$ cat config.mk
export PLATFORM = sky130hd
export DESIGN_NAME = prime_generator
export DESIGN_NICKNAME = d
export VERILOG_FILES = /design/src/rtl/prime_pkg.sv /design/src/rtl/prime_generator_rem_unit.sv /design/src/rtl/prime_generator.sv
export SDC_FILE = /design/constraint.sdc
export NUM_CORES = 1
export LEC_CHECK = 0
export CAP_MARGIN = 20
export CORE_ASPECT_RATIO = 0.75
export CORE_MARGIN = 3
export CORE_UTILIZATION = 60
export CTS_BUF_LIST = sky130_fd_sc_hd__clkbuf_2 sky130_fd_sc_hd__clkbuf_4 sky130_fd_sc_hd__clkbuf_8
export CTS_CLUSTER_SIZE = 14
export DETAILED_ROUTE_END_ITERATION = 7
export PLACE_DENSITY = 0.77
export SLEW_MARGIN = 20
export SYNTH_ARGS = -nofsm -noshare
export SYNTH_HDL_FRONTEND = slang
export SYNTH_SLANG_ARGS = --single-unit
$ cat constraint.sdc
create_clock -name clk -period 11.4 [get_ports clk]
set_input_delay 1.14 -clock clk [delete_from_list [all_inputs] [get_ports clk]]
set_output_delay 1.14 -clock clk [all_outputs]
set_load 0.005 [all_outputs]
$ cat src/rtl/prime_pkg.sv
// Shared definitions for the prime generator: FSM state encoding, default width, first prime.
// Latency: none (package only).
// Backpressure: none (package only).
package prime_pkg;

    localparam int WIDTH_DEFAULT = 16;
    localparam int FIRST_PRIME   = 2;

    typedef enum logic [2:0] {
        IDLE = 3'd0,
        TEST = 3'd1,
        WAIT = 3'd2,
        EMIT = 3'd3,
        NEXT = 3'd4,
        FIN  = 3'd5
    } state_t;

endpackage

$ cat src/rtl/prime_generator_rem_unit.sv
// Iterative restoring remainder: rem = dividend % divisor, one quotient bit per cycle.
// Latency: rdy pulses WIDTH cycles after the cycle go is sampled; rem is valid with rdy.
// Backpressure: none; go restarts the unit at any time, and the result holds until the next go.
// Ports: clk, rst_n (async active-low), go, dividend, divisor (never 0) -> rem, rdy.
module rem_unit
    import prime_pkg::*;
#(
    parameter int WIDTH = WIDTH_DEFAULT
) (
    input  logic             clk,
    input  logic             rst_n,
    input  logic             go,
    input  logic [WIDTH-1:0] dividend,
    input  logic [WIDTH-1:0] divisor,
    output logic [WIDTH-1:0] rem,
    output logic             rdy
);

    localparam int CW = $clog2(WIDTH) + 1;

    logic [WIDTH-1:0] dvd_q;
    logic [WIDTH-1:0] dsr_q;
    logic [WIDTH-1:0] rem_q;
    logic [CW-1:0]    cnt_q;
    logic             run_q;
    logic             rdy_q;

    logic [WIDTH:0]   shifted;
    logic [WIDTH:0]   diff;
    logic [WIDTH-1:0] rem_step;

    // Bring the next dividend bit into the partial remainder and subtract the
    // divisor if it fits. The partial remainder is always < divisor, so the
    // shifted value needs one extra bit and the difference's top bit is the borrow.
    always_comb begin
        shifted  = {rem_q, dvd_q[WIDTH-1]};
        diff     = shifted - {1'b0, dsr_q};
        rem_step = diff[WIDTH] ? shifted[WIDTH-1:0] : diff[WIDTH-1:0];
    end

    always_ff @(posedge clk or negedge rst_n) begin
        if (!rst_n) begin
            dvd_q <= '0;
            dsr_q <= '0;
            rem_q <= '0;
            cnt_q <= '0;
            run_q <= 1'b0;
            rdy_q <= 1'b0;
        end else if (go) begin
            dvd_q <= dividend;
            dsr_q <= divisor;
            rem_q <= '0;
            cnt_q <= '0;
            run_q <= 1'b1;
            rdy_q <= 1'b0;
        end else if (run_q) begin
            rem_q <= rem_step;
            dvd_q <= {dvd_q[WIDTH-2:0], 1'b0};
            cnt_q <= cnt_q + 1'b1;
            if (cnt_q == CW'(WIDTH - 1)) begin
                run_q <= 1'b0;
                rdy_q <= 1'b1;
            end else begin
                rdy_q <= 1'b0;
            end
        end else begin
            rdy_q <= 1'b0;
        end
    end

    assign rem = rem_q;
    assign rdy = rdy_q;

endmodule

$ cat src/rtl/prime_generator.sv
// Prime source: after start, streams every prime 2..limit in ascending order via trial division.
// Latency: first prime valid 3 cycles after start; each trial divide costs WIDTH cycles.
// Backpressure: prime_out/prime_valid hold until prime_ready; the search stalls meanwhile.
// Ports: clk, rst_n, start, limit -> prime_out, prime_valid (with prime_ready in), busy, done.
module prime_generator
    import prime_pkg::*;
#(
    parameter int WIDTH = WIDTH_DEFAULT
) (
    input  logic             clk,
    input  logic             rst_n,
    input  logic             start,
    input  logic [WIDTH-1:0] limit,
    output logic [WIDTH-1:0] prime_out,
    output logic             prime_valid,
    input  logic             prime_ready,
    output logic             busy,
    output logic             done
);

    state_t           state_q, state_d;
    logic [WIDTH-1:0] cand_q, cand_d;
    logic [WIDTH-1:0] div_q, div_d;
    logic [WIDTH-1:0] limit_q, limit_d;
    logic [WIDTH-1:0] prime_out_q, prime_out_d;
    logic             prime_valid_q, prime_valid_d;
    logic             busy_q, busy_d;
    logic             done_q, done_d;

    logic [2*WIDTH-1:0] div_ext;
    logic [2*WIDTH-1:0] div_sq;
    logic               sq_gt;
    logic               rem_go;
    logic [WIDTH-1:0]   rem_val;
    logic               rem_rdy;

    // Full-width square so the stop test never overflows for large divisors.
    assign div_ext = {{WIDTH{1'b0}}, div_q};
    assign div_sq  = div_ext * div_ext;
    assign sq_gt   = div_sq > {{WIDTH{1'b0}}, cand_q};
    assign rem_go  = (state_q == TEST) && !sq_gt;

    rem_unit #(.WIDTH(WIDTH)) u_rem (
        .clk      (clk),
        .rst_n    (rst_n),
        .go       (rem_go),
        .dividend (cand_q),
        .divisor  (div_q),
        .rem      (rem_val),
        .rdy      (rem_rdy)
    );

    always_comb begin
        state_d       = state_q;
        cand_d        = cand_q;
        div_d         = div_q;
        limit_d       = limit_q;
        prime_out_d   = prime_out_q;
        prime_valid_d = prime_valid_q;
        busy_d        = busy_q;
        done_d        = 1'b0;
        case (state_q)
            IDLE: begin
                if (start) begin
                    limit_d = limit;
                    cand_d  = WIDTH'(FIRST_PRIME);
                    div_d   = WIDTH'(FIRST_PRIME);
                    busy_d  = 1'b1;
                    state_d = (limit < WIDTH'(FIRST_PRIME)) ? FIN : TEST;
                end
            end
            TEST: begin
                state_d = sq_gt ? EMIT : WAIT;
            end
            WAIT: begin
                if (rem_rdy) begin
                    if (rem_val == '0) begin
                        state_d = NEXT;
                    end else begin
                        div_d   = div_q + 1'b1;
                        state_d = TEST;
                    end
                end
            end
            EMIT: begin
                // First EMIT cycle registers the output; afterwards wait for the handshake.
                if (!prime_valid_q) begin
                    prime_valid_d = 1'b1;
                    prime_out_d   = cand_q;
                end else if (prime_ready) begin
                    prime_valid_d = 1'b0;
                    state_d       = NEXT;
                end
            end
            NEXT: begin
                // Equality stop keeps cand from wrapping when limit is all-ones.
                if (cand_q == limit_q) begin
                    state_d = FIN;
                end else begin
                    cand_d  = cand_q + 1'b1;
                    div_d   = WIDTH'(FIRST_PRIME);
                    state_d = TEST;
                end
            end
            FIN: begin
                done_d  = 1'b1;
                busy_d  = 1'b0;
                state_d = IDLE;
            end
            default: begin
                state_d = IDLE;
            end
        endcase
    end

    always_ff @(posedge clk or negedge rst_n) begin
        if (!rst_n) begin
            state_q       <= IDLE;
            cand_q        <= '0;
            div_q         <= '0;
            limit_q       <= '0;
            prime_out_q   <= '0;
            prime_valid_q <= 1'b0;
            busy_q        <= 1'b0;
            done_q        <= 1'b0;
        end else begin
            state_q       <= state_d;
            cand_q        <= cand_d;
            div_q         <= div_d;
            limit_q       <= limit_d;
            prime_out_q   <= prime_out_d;
            prime_valid_q <= prime_valid_d;
            busy_q        <= busy_d;
            done_q        <= done_d;
        end
    end

    assign prime_out   = prime_out_q;
    assign prime_valid = prime_valid_q;
    assign busy        = busy_q;
    assign done        = done_q;

endmodule

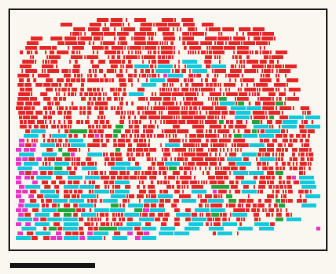
Figure 1: cell classes on the final placement.
Bar = 50 um.
class	color	cells	share of their area
clock drivers and dummy loads	green	32	3.0%
flops	cyan	125	21%
combinational and other logic	red	1347	73%
other buffers and delay cells	magenta	45	2.9%

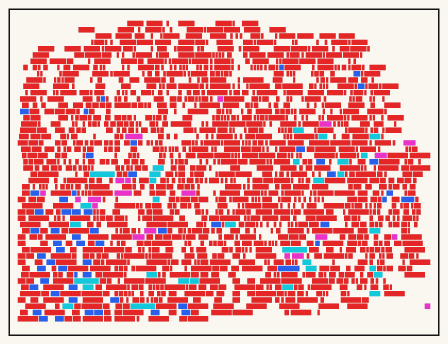
Figure 2: cell sizes after repair.
size	color	cells	share
_0 and _1 cells	red	1441	93%
_2 cells	blue	57	3.7%
_6 and larger	cyan	31	2.0%
_3 and _4 cells	magenta	20	1.3%

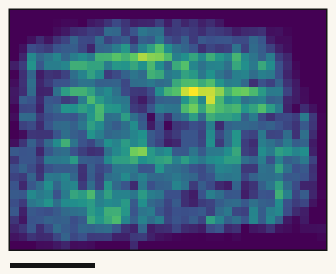
Figure 3: wire density map.
Bar = 50 um. The die is cut into 37 by 28 equal tiles; dark purple is low, yellow is high, scaled to the fullest tile. Values are wire area over tile area, all layers added.
emptiest ninth of the die	north-east
densest ninth of the die	center
tiles over half the peak	13%
fullest tile	0.77
nearly empty tiles	16%

==> notes.md <==
Physical implementation.

- The cell family contributing the most delay on the critical path is adder cells.
- The most frequently used cell type in the post-synthesis netlist is sky130_fd_sc_hd__inv_1.
- The flop share of the area is 0.202.
- In this run, the synthesized area fraction spent on and/or/nand/nor cells is recorded as 0.138.
- TritonCTS built the clock tree.
- Setup repair after global routing left no endpoint under its margin.
- The sequential power is 698 uW.
- The number of cells on the worst reg-to-reg path is 29.
- The number of buffer and inverter instances along the worst setup path is 7.
- Once layout is done, the placed cells without fillers occupy 15500 um^2.
- After synthesis, the netlist uses 67 different library cells.
- The final weighted congestion recorded by global placement is 0.943.
- The number of non-clock inverters is 272.
- Leaving out buffers and inverters, the combinational logic in the layout accounts for 10100 um^2.
- The post-layout net count is 1856.
- The total tool warning count is 29.
- Per the OpenROAD floorplan log, the height of the die is 140 um.
- The sink of the worst hold path is u_rem.dsr_q[6].
- According to the cell report, flip-flops and latches in the layout number 125.
- The initial antenna violation count was 0.
- The worst setup path is captured at a flop.
- Per the synthesis report, the dominant area consumer among library cells is sky130_fd_sc_hd__fa_1.
- Per the final report, the share of cell area in non-clock buffers is 0.0280.
- The power report lists cell-internal power as 1250 uW.
- The main flop type is sky130_fd_sc_hd__dfrtp_1.
- The run finished with clean final reports.
- Per STA, the highest per-stage delay on the worst path measures 0.79 ns.
- The routed via count divided by cell count is 5.77.
- The wire-length estimate of the detail-placed layout is 26200 um.
- The share of the yosys chip area belonging to registers is 0.216.
- The overall global routing resource usage is 0.274.
- The final wirelength is 33300 um.
- The multi-input logic portion of the cell area is 0.651.
- The minimum clock period after layout is 9.11 ns.
- The detail route stage leaves a number of antenna-violating nets equal to 0.
- The startpoint of the worst-slack reg-to-reg timing path is div_q[9].
- Once iteration 0 of detailed routing completed, the report listed 771 DRC markers.
- The proportion of synthesized flip-flops having asynchronous set or reset is 1.00.
- Walking the critical path from launch to capture passes 29 cell instances.
- The cell-mix breakdown from Yosys lists the adder-cell area share as 0.344.
- For this run, the detailed router's first-pass iteration total came to 6.
- In this run the most critical hold path is launched from u_rem.dsr_q[6].
- The setup slack of the most critical reg-to-reg path is 2.29 ns.
- The switching share of power is 0.391.
- The worst setup path is launched from a flop.
- Final hold analysis gives a worst-case slack of 0.509 ns.
- The actual transition at the worst max-transition pin is 0.986 ns.
- Ranked by instance count, the synthesized netlist is headed by 271 x sky130_fd_sc_hd__inv_1, 164 x sky130_fd_sc_hd__fa_1, 136 x sky130_fd_sc_hd__ha_1.
- According to the CTS report, the clock sink count is 125.
- The wire length on met3 is 3050 um.
- The area used by sequential logic in the layout is 3130 um^2.
- According to the floorplan report, the die width is 185 um.
- In the setup report, the worst path falls into the class flop to flop.
- For reference, the mux area share after synthesis is 0.0744.
- The fraction of power consumed by the clock network is 0.225.
- The cell group occupying the most layout area is multi-input combinational cells.
- The share of synthesized cell area in and-or and or-and compound cells is 0.0908.
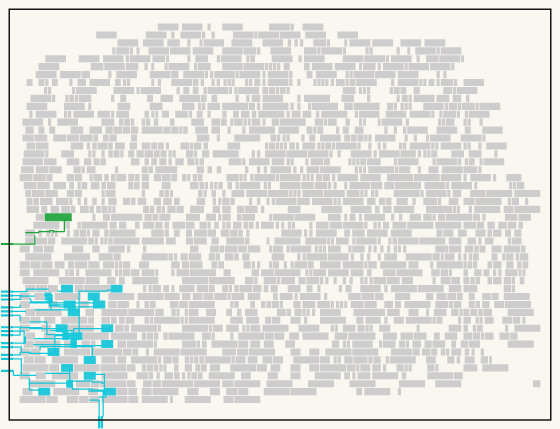
Figure 4: nets reached from selected ports.
port	color	direction	edge	end cells	buffers	wire
limit	cyan	input	14 west, 2 south	20	16	486 um
prime_valid	green	output	west	1	1	32.4 um
# IOs: 39
number of I/O port buffers: 38

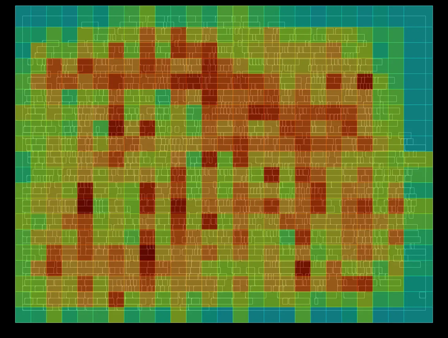
Figure 5: routing congestion map.
met3 track demand over resource: 0.0846
Most Used Layer, Global Route: met1

## layout by cell type, fill, tap and decap left out, drive strengths merged, types with 19 or more instances in the layout
cell           netlist  layout
nand2              114     114
o21ai               30      30
dfrtp              125     125
ha                 136     136
inv                271     280
xnor2               54      54
nand4               19      19
mux2i               52      52
a21o                19      19
mux2                47      47
nor3                22      22
o21a                20      20
and2                51      51
xor2                26      26
a21oi               47      47
nor2               101     101
fa                 164     164
a211oi              21      21
clkdlybuf4s50        0      37
## flip-flops by register name (all words and copies together), names as in the netlist, 5 cells and up
signal       cells
u_rem.rem       16
prime_out       16
u_rem.dvd_q     16
cand_q          16
u_rem.dsr_q     16
div_q           16
u_rem.cnt_q      5
limit_q         16
Power figures rest on the tool's default switching activity, not on a simulated workload.
